**config.mk**
```make
export PLATFORM = sky130hd
export DESIGN_NAME = id_ex_reg_flat
export DESIGN_NICKNAME = d
export VERILOG_FILES = /design/src/rtl/id_ex_if.sv /design/src/rtl/id_ex_reg.sv /design/src/flat_wrapper.sv
export SDC_FILE = /design/constraint.sdc
export NUM_CORES = 1
export LEC_CHECK = 0
export CAP_MARGIN = 30
export CORE_AREA = 4 4 125 127
export DETAILED_ROUTE_END_ITERATION = 12
export DIE_AREA = 0 0 129 131
export DONT_BUFFER_PORTS = 1
export PLACE_DENSITY = 0.61
export SLEW_MARGIN = 40
export SYNTH_ARGS = -nofsm -noshare
export SYNTH_HDL_FRONTEND = slang
export SYNTH_SLANG_ARGS = --single-unit
```
**constraint.sdc**
```tcl
create_clock -name clk -period 1.72 [get_ports clk]
set_input_delay 0.344 -clock clk [delete_from_list [all_inputs] [get_ports clk]]
set_output_delay 0.344 -clock clk [all_outputs]
set_load 0.05 [all_outputs]
```
**src/rtl/id_ex_if.sv**
```systemverilog
// ID/EX bundle: decode-side operands/controls in,
// execute-side registered copies out.
interface id_ex_if #(
  parameter int WIDTH = 32
);
  logic             validD;
  logic             regwriteD;
  logic             memtoregD;
  logic             memwriteD;
  logic             alusrcD;
  logic             regdstD;
  logic [2:0]       alucontrolD;
  logic [WIDTH-1:0] rd1D;
  logic [WIDTH-1:0] rd2D;
  logic [4:0]       rsD;
  logic [4:0]       rtD;
  logic [4:0]       rdD;
  logic [WIDTH-1:0] signimmD;
  logic [WIDTH-1:0] pcplus4D;

  logic             validE;
  logic             regwriteE;
  logic             memtoregE;
  logic             memwriteE;
  logic             alusrcE;
  logic             regdstE;
  logic [2:0]       alucontrolE;
  logic [WIDTH-1:0] rd1E;
  logic [WIDTH-1:0] rd2E;
  logic [4:0]       rsE;
  logic [4:0]       rtE;
  logic [4:0]       rdE;
  logic [WIDTH-1:0] signimmE;
  logic [WIDTH-1:0] pcplus4E;

  modport master (
    output validD, regwriteD, memtoregD,
    output memwriteD, alusrcD, regdstD,
    output alucontrolD, rd1D, rd2D,
    output rsD, rtD, rdD, signimmD, pcplus4D,
    input  validE, regwriteE, memtoregE,
    input  memwriteE, alusrcE, regdstE,
    input  alucontrolE, rd1E, rd2E,
    input  rsE, rtE, rdE, signimmE, pcplus4E
  );

  modport slave (
    input  validD, regwriteD, memtoregD,
    input  memwriteD, alusrcD, regdstD,
    input  alucontrolD, rd1D, rd2D,
    input  rsD, rtD, rdD, signimmD, pcplus4D,
    output validE, regwriteE, memtoregE,
    output memwriteE, alusrcE, regdstE,
    output alucontrolE, rd1E, rd2E,
    output rsE, rtE, rdE, signimmE, pcplus4E
  );
endinterface

```
**src/rtl/id_ex_reg.sv**
```systemverilog
// ID/EX pipeline register with stall, flush,
// valid tracking and a saturating bubble counter.
module id_ex_reg #(
  parameter int WIDTH = 32,
  parameter int CNT_W = 16
) (
  input  logic             clk,
  input  logic             reset_n,
  input  logic             stallE,
  input  logic             flushE,
  id_ex_if.slave           bus,
  output logic [CNT_W-1:0] bubble_cnt
);

  logic             valid_q;
  logic             regwrite_q;
  logic             memtoreg_q;
  logic             memwrite_q;
  logic             alusrc_q;
  logic             regdst_q;
  logic [2:0]       aluctl_q;
  logic [WIDTH-1:0] rd1_q;
  logic [WIDTH-1:0] rd2_q;
  logic [4:0]       rs_q;
  logic [4:0]       rt_q;
  logic [4:0]       rd_q;
  logic [WIDTH-1:0] imm_q;
  logic [WIDTH-1:0] pc4_q;
  logic [CNT_W-1:0] cnt_q;

  logic load;
  logic bubble;

  assign load   = !flushE && !stallE;
  assign bubble = flushE || (load && !bus.validD);

  // Controls and valid: cleared on flush or an invalid slot
  always_ff @(posedge clk or negedge reset_n) begin
    if (!reset_n) begin
      valid_q    <= 1'b0;
      regwrite_q <= 1'b0;
      memtoreg_q <= 1'b0;
      memwrite_q <= 1'b0;
      alusrc_q   <= 1'b0;
      regdst_q   <= 1'b0;
      aluctl_q   <= 3'b000;
    end else if (flushE || (load && !bus.validD)) begin
      valid_q    <= 1'b0;
      regwrite_q <= 1'b0;
      memtoreg_q <= 1'b0;
      memwrite_q <= 1'b0;
      alusrc_q   <= 1'b0;
      regdst_q   <= 1'b0;
      aluctl_q   <= 3'b000;
    end else if (load) begin
      valid_q    <= 1'b1;
      regwrite_q <= bus.regwriteD;
      memtoreg_q <= bus.memtoregD;
      memwrite_q <= bus.memwriteD;
      alusrc_q   <= bus.alusrcD;
      regdst_q   <= bus.regdstD;
      aluctl_q   <= bus.alucontrolD;
    end
  end

  // Operands and specifiers: cleared on flush, else loaded
  always_ff @(posedge clk or negedge reset_n) begin
    if (!reset_n) begin
      rd1_q <= '0;
      rd2_q <= '0;
      rs_q  <= '0;
      rt_q  <= '0;
      rd_q  <= '0;
      imm_q <= '0;
      pc4_q <= '0;
    end else if (flushE) begin
      rd1_q <= '0;
      rd2_q <= '0;
      rs_q  <= '0;
      rt_q  <= '0;
      rd_q  <= '0;
      imm_q <= '0;
      pc4_q <= '0;
    end else if (load) begin
      rd1_q <= bus.rd1D;
      rd2_q <= bus.rd2D;
      rs_q  <= bus.rsD;
      rt_q  <= bus.rtD;
      rd_q  <= bus.rdD;
      imm_q <= bus.signimmD;
      pc4_q <= bus.pcplus4D;
    end
  end

  // Bubble counter: counts inserted bubbles, sticks at max
  always_ff @(posedge clk or negedge reset_n) begin
    if (!reset_n) begin
      cnt_q <= '0;
    end else if (bubble && (cnt_q != '1)) begin
      cnt_q <= cnt_q + 1'b1;
    end
  end

  assign bus.validE      = valid_q;
  assign bus.regwriteE   = regwrite_q;
  assign bus.memtoregE   = memtoreg_q;
  assign bus.memwriteE   = memwrite_q;
  assign bus.alusrcE     = alusrc_q;
  assign bus.regdstE     = regdst_q;
  assign bus.alucontrolE = aluctl_q;
  assign bus.rd1E        = rd1_q;
  assign bus.rd2E        = rd2_q;
  assign bus.rsE         = rs_q;
  assign bus.rtE         = rt_q;
  assign bus.rdE         = rd_q;
  assign bus.signimmE    = imm_q;
  assign bus.pcplus4E    = pc4_q;
  assign bubble_cnt      = cnt_q;

endmodule
```
**src/flat_wrapper.sv**
```systemverilog
// flat-port wrapper written by rule: the top's interface ports become plain ports
module id_ex_reg_flat 
#(
  parameter int WIDTH = 32,
  parameter int CNT_W = 16
)
  (clk, reset_n, stallE, flushE, bubble_cnt, bus_validD, bus_regwriteD, bus_memtoregD, bus_memwriteD, bus_alusrcD, bus_regdstD, bus_alucontrolD, bus_rd1D, bus_rd2D, bus_rsD, bus_rtD, bus_rdD, bus_signimmD, bus_pcplus4D, bus_validE, bus_regwriteE, bus_memtoregE, bus_memwriteE, bus_alusrcE, bus_regdstE, bus_alucontrolE, bus_rd1E, bus_rd2E, bus_rsE, bus_rtE, bus_rdE, bus_signimmE, bus_pcplus4E);
  id_ex_if #(.WIDTH(WIDTH)) bus_i ();
  input  logic clk;
  input  logic reset_n;
  input  logic stallE;
  input  logic flushE;
  output logic [CNT_W-1:0] bubble_cnt;
  input wire logic [$bits(bus_i.validD)-1:0] bus_validD;
  input wire logic [$bits(bus_i.regwriteD)-1:0] bus_regwriteD;
  input wire logic [$bits(bus_i.memtoregD)-1:0] bus_memtoregD;
  input wire logic [$bits(bus_i.memwriteD)-1:0] bus_memwriteD;
  input wire logic [$bits(bus_i.alusrcD)-1:0] bus_alusrcD;
  input wire logic [$bits(bus_i.regdstD)-1:0] bus_regdstD;
  input wire logic [$bits(bus_i.alucontrolD)-1:0] bus_alucontrolD;
  input wire logic [$bits(bus_i.rd1D)-1:0] bus_rd1D;
  input wire logic [$bits(bus_i.rd2D)-1:0] bus_rd2D;
  input wire logic [$bits(bus_i.rsD)-1:0] bus_rsD;
  input wire logic [$bits(bus_i.rtD)-1:0] bus_rtD;
  input wire logic [$bits(bus_i.rdD)-1:0] bus_rdD;
  input wire logic [$bits(bus_i.signimmD)-1:0] bus_signimmD;
  input wire logic [$bits(bus_i.pcplus4D)-1:0] bus_pcplus4D;
  output wire logic [$bits(bus_i.validE)-1:0] bus_validE;
  output wire logic [$bits(bus_i.regwriteE)-1:0] bus_regwriteE;
  output wire logic [$bits(bus_i.memtoregE)-1:0] bus_memtoregE;
  output wire logic [$bits(bus_i.memwriteE)-1:0] bus_memwriteE;
  output wire logic [$bits(bus_i.alusrcE)-1:0] bus_alusrcE;
  output wire logic [$bits(bus_i.regdstE)-1:0] bus_regdstE;
  output wire logic [$bits(bus_i.alucontrolE)-1:0] bus_alucontrolE;
  output wire logic [$bits(bus_i.rd1E)-1:0] bus_rd1E;
  output wire logic [$bits(bus_i.rd2E)-1:0] bus_rd2E;
  output wire logic [$bits(bus_i.rsE)-1:0] bus_rsE;
  output wire logic [$bits(bus_i.rtE)-1:0] bus_rtE;
  output wire logic [$bits(bus_i.rdE)-1:0] bus_rdE;
  output wire logic [$bits(bus_i.signimmE)-1:0] bus_signimmE;
  output wire logic [$bits(bus_i.pcplus4E)-1:0] bus_pcplus4E;
  assign bus_i.validD = bus_validD;
  assign bus_i.regwriteD = bus_regwriteD;
  assign bus_i.memtoregD = bus_memtoregD;
  assign bus_i.memwriteD = bus_memwriteD;
  assign bus_i.alusrcD = bus_alusrcD;
  assign bus_i.regdstD = bus_regdstD;
  assign bus_i.alucontrolD = bus_alucontrolD;
  assign bus_i.rd1D = bus_rd1D;
  assign bus_i.rd2D = bus_rd2D;
  assign bus_i.rsD = bus_rsD;
  assign bus_i.rtD = bus_rtD;
  assign bus_i.rdD = bus_rdD;
  assign bus_i.signimmD = bus_signimmD;
  assign bus_i.pcplus4D = bus_pcplus4D;
  assign bus_validE = bus_i.validE;
  assign bus_regwriteE = bus_i.regwriteE;
  assign bus_memtoregE = bus_i.memtoregE;
  assign bus_memwriteE = bus_i.memwriteE;
  assign bus_alusrcE = bus_i.alusrcE;
  assign bus_regdstE = bus_i.regdstE;
  assign bus_alucontrolE = bus_i.alucontrolE;
  assign bus_rd1E = bus_i.rd1E;
  assign bus_rd2E = bus_i.rd2E;
  assign bus_rsE = bus_i.rsE;
  assign bus_rtE = bus_i.rtE;
  assign bus_rdE = bus_i.rdE;
  assign bus_signimmE = bus_i.signimmE;
  assign bus_pcplus4E = bus_i.pcplus4E;
  id_ex_reg #(.WIDTH(WIDTH), .CNT_W(CNT_W)) u_core (.clk(clk), .reset_n(reset_n), .stallE(stallE), .flushE(flushE), .bus(bus_i), .bubble_cnt(bubble_cnt));
endmodule
```
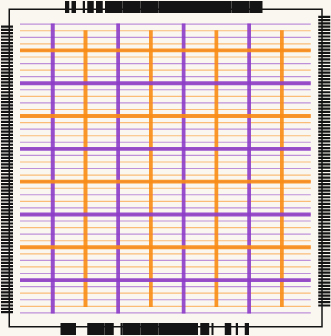
*PDN straps and rails, run 1*
Pins as bars on the die edge.
Key: VDD = orange; VSS = purple
8 straps on met5. The core has 44 rows. 45 met1 rails follow the rows.
Die Span Y: 131 um
die extent in x: 129 um
Core ar.: 14400 um2
maximum VDD drop: 632 uV

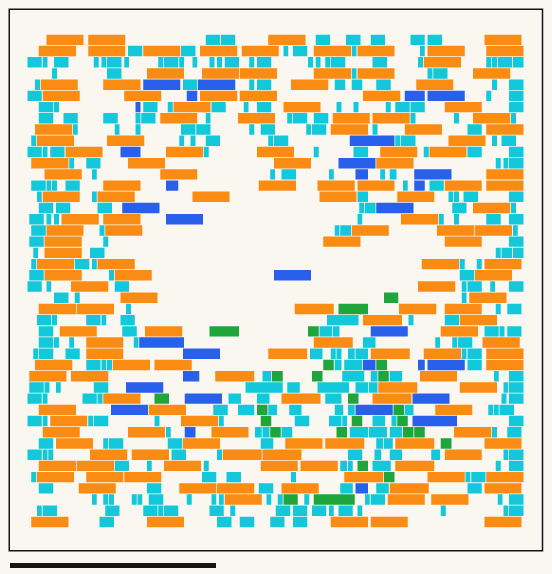
*Placement by cell class, run 1*
The bar under the picture is 50 um long.
Key: other buffers and delay cells = green [cells 25]; flops = orange [cells 168]; clock drivers and dummy loads = blue [cells 32]; combinational and other logic = cyan [cells 356]
post-layout util: 54.3%
design area: 7830 um2
Seq area share: 54.0%
FP Rows: 44

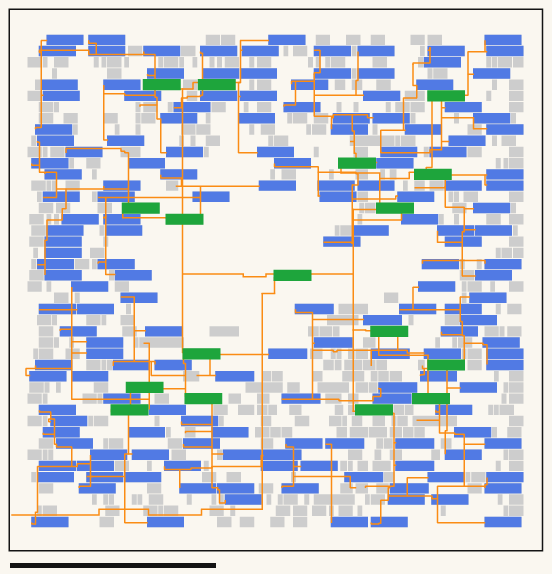
*Clock wires, drivers and flops, run 1*
The bar under the picture is 50 um long.
Key: clock wires = orange [length 1940 um]; flip-flops = blue [count 168]; clock drivers = green [count 17]
There are 18 routed clock nets.
worst skew pair latency: 410 ps
clk pwr: 0.00397 W
clock share of power: 36.5%
Clock Skew: 5.68 ps

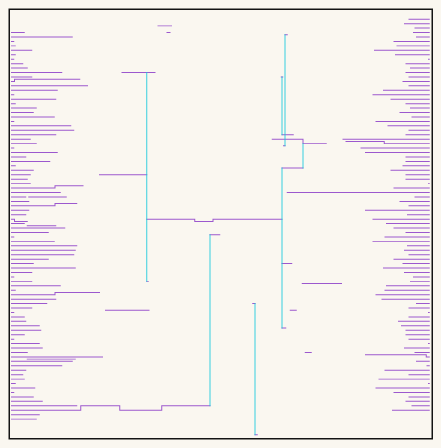
*Wiring by layer, run 1*
Only two layers are drawn.
Key: metal 4 = cyan [wire length 265 um]; metal 3 = purple [wire length 1890 um]
via count: 4159
total track usage: 19.3%
post-DR wirelength/cell: 21.8 um

==> results.sh, run 1 <==
# source this file to load flow results
export IMPL_pwr_share_seq_pct=49.3
export IMPL_mux_area_share_pct=21.1
export IMPL_tool_warnings=33
export IMPL_p_seq_w=0.00536
export IMPL_intPower_w=0.00726
export IMPL_seq_cells=168
export IMPL_swShare_pct=33.3
export IMPL_worstSetupPathType="reg2reg"
export IMPL_ys_sh_adder_pct=0.183
export IMPL_num_io_pins=324
export IMPL_lay_top_cells="154 x nor2_1, 152 x dfrtp_1, 143 x mux2i_1"
export IMPL_worst_r2r_cell_count=6
export IMPL_r2r_start="u_core.bubble_cnt[1]"
export IMPL_use_met3_pct=8.41
export IMPL_enable_flop_cells=0
export IMPL_crit_required_ps=2010
export IMPL_clk_share_pct=7.93
export IMPL_grt_overflow_total=0
export IMPL_power_switching_w=0.00362
export IMPL_area_delta_synth_final_pct=14.2
export IMPL_combPwrFrac_pct=14.3
export IMPL_worst_ep_arrival_time_ps=1900
export IMPL_synth_cell_area_um2=6850
export IMPL_synth_xor_area_share_pct=1.92
export IMPL_timing_rr_end="u_core.bubble_cnt[15]"
export IMPL_routabilityCongestion=0.796
export IMPL_slowest_stage="nor4_4"
export IMPL_combinationalPower_w=0.00155
export IMPL_buffers=25
export IMPL_clkbuf_count=20
export IMPL_inv_count=1
export IMPL_grt_start_max_net_pins=169
export IMPL_crit_start="u_core.bubble_cnt[1]"
export IMPL_synth_top_cell_by_area="dfrtp_1"
export IMPL_rsz0062_at_grt="false"
export IMPL_clkSlewWorstSetupHoldPaths_ps=60
export IMPL_maxSlewViolCount=0
export IMPL_wl_met2_um=8660
export IMPL_worstMarginPinSlew_ps=739
export IMPL_place_inst=727
export IMPL_cts_resized=0
export IMPL_cp_endpoint="u_core.bubble_cnt[15]"
export IMPL_finalWorstSetupSlack_ps=110
export IMPL_cts_tree="yes"
export IMPL_synth_flops=168
export IMPL_top_layer_used="met4"
export IMPL_netlist_area_leader_share_pct=61.4
export IMPL_grtUsageMet2_pct=32.6
export IMPL_grt_pass1_wl_um=25000
export IMPL_logic_area_um2=2510
export IMPL_die_area_um2=16900
export IMPL_clkSinkCount=168
export IMPL_crit_chain="ha_4, nand3_2, nor4_4, buf_4, nor4_2, xor2_1"
export IMPL_syn_instance_count=560
export IMPL_ant_nets=0
export IMPL_initCoreUtil_pct=47.5
export IMPL_top_cells_by_area="dfrtp_1 61%, mux2i_1 21%, nor2_1 8.4%"
export IMPL_r2r_setup_slack_ps=110
export IMPL_clockRootBuffer="clkbuf_16"
export IMPL_hold_worst_slack_ps=-380
export IMPL_start_kind="flop"
export IMPL_cp_end_kind="flop"
export IMPL_wirelength_um=16700
export IMPL_timing_fmax_ghz=0.621
export IMPL_ys_cells=560
export IMPL_numCtsBuffers=17
export IMPL_setup_viol=0
export IMPL_post_route_min_period_ps=1610
export IMPL_worstPathMaxFanout=5
export IMPL_top_cell="dfrtp_1"
export IMPL_antenna_diode_count=0
export IMPL_drive_above_1_share_pct=14.1
export IMPL_htreeDepth=4
export IMPL_status="finished, violations left"
export IMPL_finalHoldViolCount=168
export IMPL_grtUsageMet1_pct=21.9
export IMPL_antenna_found_initial=0
export IMPL_logic_family="multiplexers"
export IMPL_relSlewSlack_pct=50.6
export IMPL_hold_class="in2async"
export IMPL_dpl_instance_area_um2=7110
export IMPL_aoi_share_pct=1.10
export IMPL_power_leakage_nw=3.92
export IMPL_crit_buf_inv=1
export IMPL_power_top_group="registers"
export IMPL_common_cells="168 x dfrtp_1, 154 x nor2_1, 143 x mux2i_1"
export IMPL_wl_met1_um=5880
export IMPL_buf_share_pct=3.07
export IMPL_synth_area_yosys_um2=6850
export IMPL_slowest_delay_ps=420
export IMPL_drt_pass1_iterations=5
export IMPL_yosysUniqueCellTypes=30
export IMPL_portBuffers=0
export IMPL_dominant_cells="registers"
export IMPL_cp_depth=6
export IMPL_clockBufferDepth=2
export IMPL_busiest_layer="met2"
export IMPL_drv_cap=0
export IMPL_period_used_pct=93.6
export IMPL_simple_gate_area_share_pct=12.0
export IMPL_seq_area_um2=4220
export IMPL_synth_warnings=0
export IMPL_grt_pass1_vias=4378
export IMPL_critical_path_top_delay_family="simple AND/OR/NAND/NOR gates"
export IMPL_fp_nets=717
export IMPL_ctsHoldBuffers=6
export IMPL_comb_cells=355
export IMPL_violations="negative hold slack"
export IMPL_fillers=1244
export IMPL_tns_ps=0
export IMPL_lay_top_count="nor2_1"
export IMPL_p_per_area_nw_per_um2=1390
export IMPL_nets=725
export IMPL_sh_comb_area_pct=32.0
export IMPL_synth_async_sr_flop_share_pct=100
export IMPL_drtIter0Drc=180
export IMPL_avgSynthCellArea_um2=12.2
export IMPL_post_place_ws_ps=81.9
export IMPL_via_per_inst=5.44
export IMPL_dr_wl_met3_um=1890
export IMPL_total_power_w=0.0109
export IMPL_tap_cells=184
export IMPL_cts_setup_buffers=0
export IMPL_layout_cells_non_filler=765
export IMPL_ff_type="dfrtp_1"
export IMPL_dp_hpwl_um=11300
export IMPL_drc_errors=0
export IMPL_synth_seq_share_pct=61.4
==> inputs of run 2 (changes only) <==
- PLACE_DENSITY: 0.61 -> 0.7
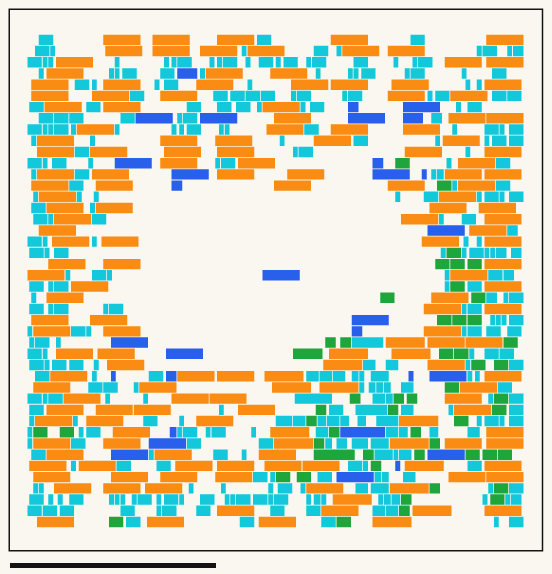
*Placement by cell class, run 2*
The bar under the picture is 50 um long.
Key: combinational and other logic = cyan [cells 356]; flops = orange [cells 168]; clock drivers and dummy loads = blue [cells 30]; other buffers and delay cells = green [cells 52]
post-layout util: 55.5%
design area: 8010 um2
Seq area share: 52.7%

==> run 2 against run 1 <==
The flow still finishes with violations (negative hold slack); power is 3.8% lower; clock skew about the same; sequential power hardly changed; combinational power hardly changed; final cell count grew 3.3%; via count increased by 4.5%; critical path depth is 1 lower; register-to-register slack barely moved; non-clock buffer count grew 27; design area grew 2.4%; clock-buffer cell count grew 3; critical path type unchanged; largest power group unchanged; highest routed layer unchanged.
==> results.sh, run 2 <==
# source this file to load flow results
export IMPL_worstMarginPinSlew_ps=615
export IMPL_synth_async_sr_flop_share_pct=100
export IMPL_worstPathMaxFanout=6
export IMPL_seq_cells=168
export IMPL_common_cells="168 x dfrtp_1, 154 x nor2_1, 143 x mux2i_1"
export IMPL_top_layer_used="met4"
export IMPL_drive_above_1_share_pct=12.5
export IMPL_ys_cells=560
export IMPL_place_inst=726
export IMPL_crit_chain="ha_4, nand3_2, or2_0, nor4_2, xnor2_1"
export IMPL_crit_start="u_core.bubble_cnt[1]"
export IMPL_aoi_share_pct=1.10
export IMPL_die_area_um2=16900
export IMPL_drc_errors=0
export IMPL_critical_path_top_delay_family="simple AND/OR/NAND/NOR gates"
export IMPL_synth_flops=168
export IMPL_slowest_delay_ps=400
export IMPL_netlist_area_leader_share_pct=61.4
export IMPL_post_place_ws_ps=122
export IMPL_inv_count=1
export IMPL_crit_buf_inv=0
export IMPL_cp_depth=5
export IMPL_enable_flop_cells=0
export IMPL_synth_seq_share_pct=61.4
export IMPL_swShare_pct=33.5
export IMPL_violations="negative hold slack"
export IMPL_num_io_pins=324
export IMPL_top_cells_by_area="dfrtp_1 61%, mux2i_1 21%, nor2_1 8.4%"
export IMPL_synth_xor_area_share_pct=1.92
export IMPL_total_power_w=0.0105
export IMPL_status="finished, violations left"
export IMPL_avgSynthCellArea_um2=12.2
export IMPL_lay_top_cells="154 x nor2_1, 152 x dfrtp_1, 143 x mux2i_1"
export IMPL_wl_met2_um=8910
export IMPL_finalHoldViolCount=168
export IMPL_drtIter0Drc=146
export IMPL_grt_pass1_vias=4717
export IMPL_combinationalPower_w=0.00158
export IMPL_core_um2=14400
export IMPL_worst_r2r_cell_count=5
export IMPL_dominant_cells="registers"
export IMPL_wl_met1_um=5840
export IMPL_grt_overflow_total=0
export IMPL_grt_pass1_wl_um=25400
export IMPL_fp_nets=717
export IMPL_synth_top_cell_by_area="dfrtp_1"
export IMPL_tns_ps=0
export IMPL_period_used_pct=93.8
export IMPL_hold_class="in2async"
export IMPL_drt_pass1_iterations=4
export IMPL_simple_gate_area_share_pct=12.0
export IMPL_dp_hpwl_um=11400
export IMPL_comb_cells=355
export IMPL_portBuffers=0
export IMPL_buffers=52
export IMPL_relSlewSlack_pct=58.9
export IMPL_num_vias=4345
export IMPL_drv_cap=0
export IMPL_rsz0062_at_grt="false"
export IMPL_yosysUniqueCellTypes=30
export IMPL_synth_cell_area_um2=6850
export IMPL_p_seq_w=0.00538
export IMPL_clkSlewWorstSetupHoldPaths_ps=60
export IMPL_rows=44
export IMPL_slowest_stage="dfrtp_2"
export IMPL_seq_area_um2=4220
export IMPL_tool_warnings=33
export IMPL_top_cell="dfrtp_1"
export IMPL_timing_fmax_ghz=0.620
export IMPL_post_route_min_period_ps=1610
export IMPL_combPwrFrac_pct=15.1
export IMPL_power_switching_w=0.00350
export IMPL_logic_family="multiplexers"
export IMPL_layout_cells_non_filler=790
export IMPL_buf_share_pct=6.28
export IMPL_via_per_inst=5.50
export IMPL_cts_resized=0
export IMPL_power_top_group="registers"
export IMPL_synth_warnings=0
export IMPL_htreeDepth=4
export IMPL_logic_area_um2=2510
export IMPL_cts_setup_buffers=0
export IMPL_ys_sh_adder_pct=0.183
export IMPL_antenna_diode_count=0
export IMPL_worstSetupPathType="reg2reg"
export IMPL_use_met3_pct=8.58
export IMPL_syn_instance_count=560
export IMPL_start_kind="flop"
export IMPL_clk_share_pct=6.75
export IMPL_clkSinkCount=168
export IMPL_cts_tree="yes"
export IMPL_area_delta_synth_final_pct=16.9
export IMPL_fillers=1181
export IMPL_p_clk_share_pct=33.5
export IMPL_clockRootBuffer="clkbuf_16"
export IMPL_finalWorstSetupSlack_ps=107
export IMPL_clockBufferDepth=2
export IMPL_dpl_instance_area_um2=7100
export IMPL_irDropWorstVdd_uv=712
export IMPL_p_per_area_nw_per_um2=1310
export IMPL_mux_area_share_pct=21.1
export IMPL_r2r_setup_slack_ps=110
export IMPL_sh_comb_area_pct=31.3
export IMPL_routabilityCongestion=0.761
export IMPL_setup_viol=0
export IMPL_grtUsageMet1_pct=20.4
export IMPL_hold_worst_slack_ps=-380
export IMPL_nets=752
export IMPL_clkbuf_count=23
export IMPL_worst_ep_arrival_time_ps=1950
export IMPL_grt_use_total_pct=19.8
export IMPL_busiest_layer="met2"
export IMPL_ff_type="dfrtp_1"
export IMPL_cp_endpoint="u_core.bubble_cnt[14]"
export IMPL_grtUsageMet2_pct=35.1
export IMPL_die_height_um=131
export IMPL_antenna_found_initial=0
export IMPL_initCoreUtil_pct=47.5
export IMPL_dr_wl_met3_um=1900
export IMPL_r2r_start="u_core.bubble_cnt[1]"
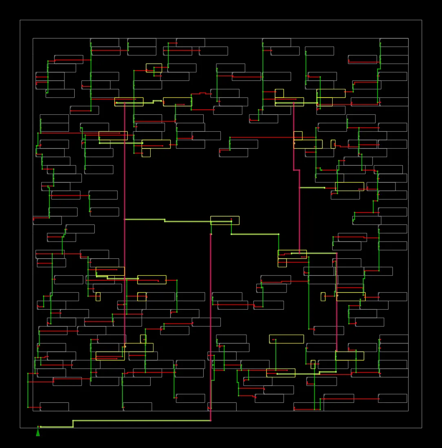
*The clock network, run 2*
clk pwr: 0.00351 W
number of CTS-inserted buffers: 17
Clock Skew: 5.94 ps

Power and IR drop assume default switching activity.
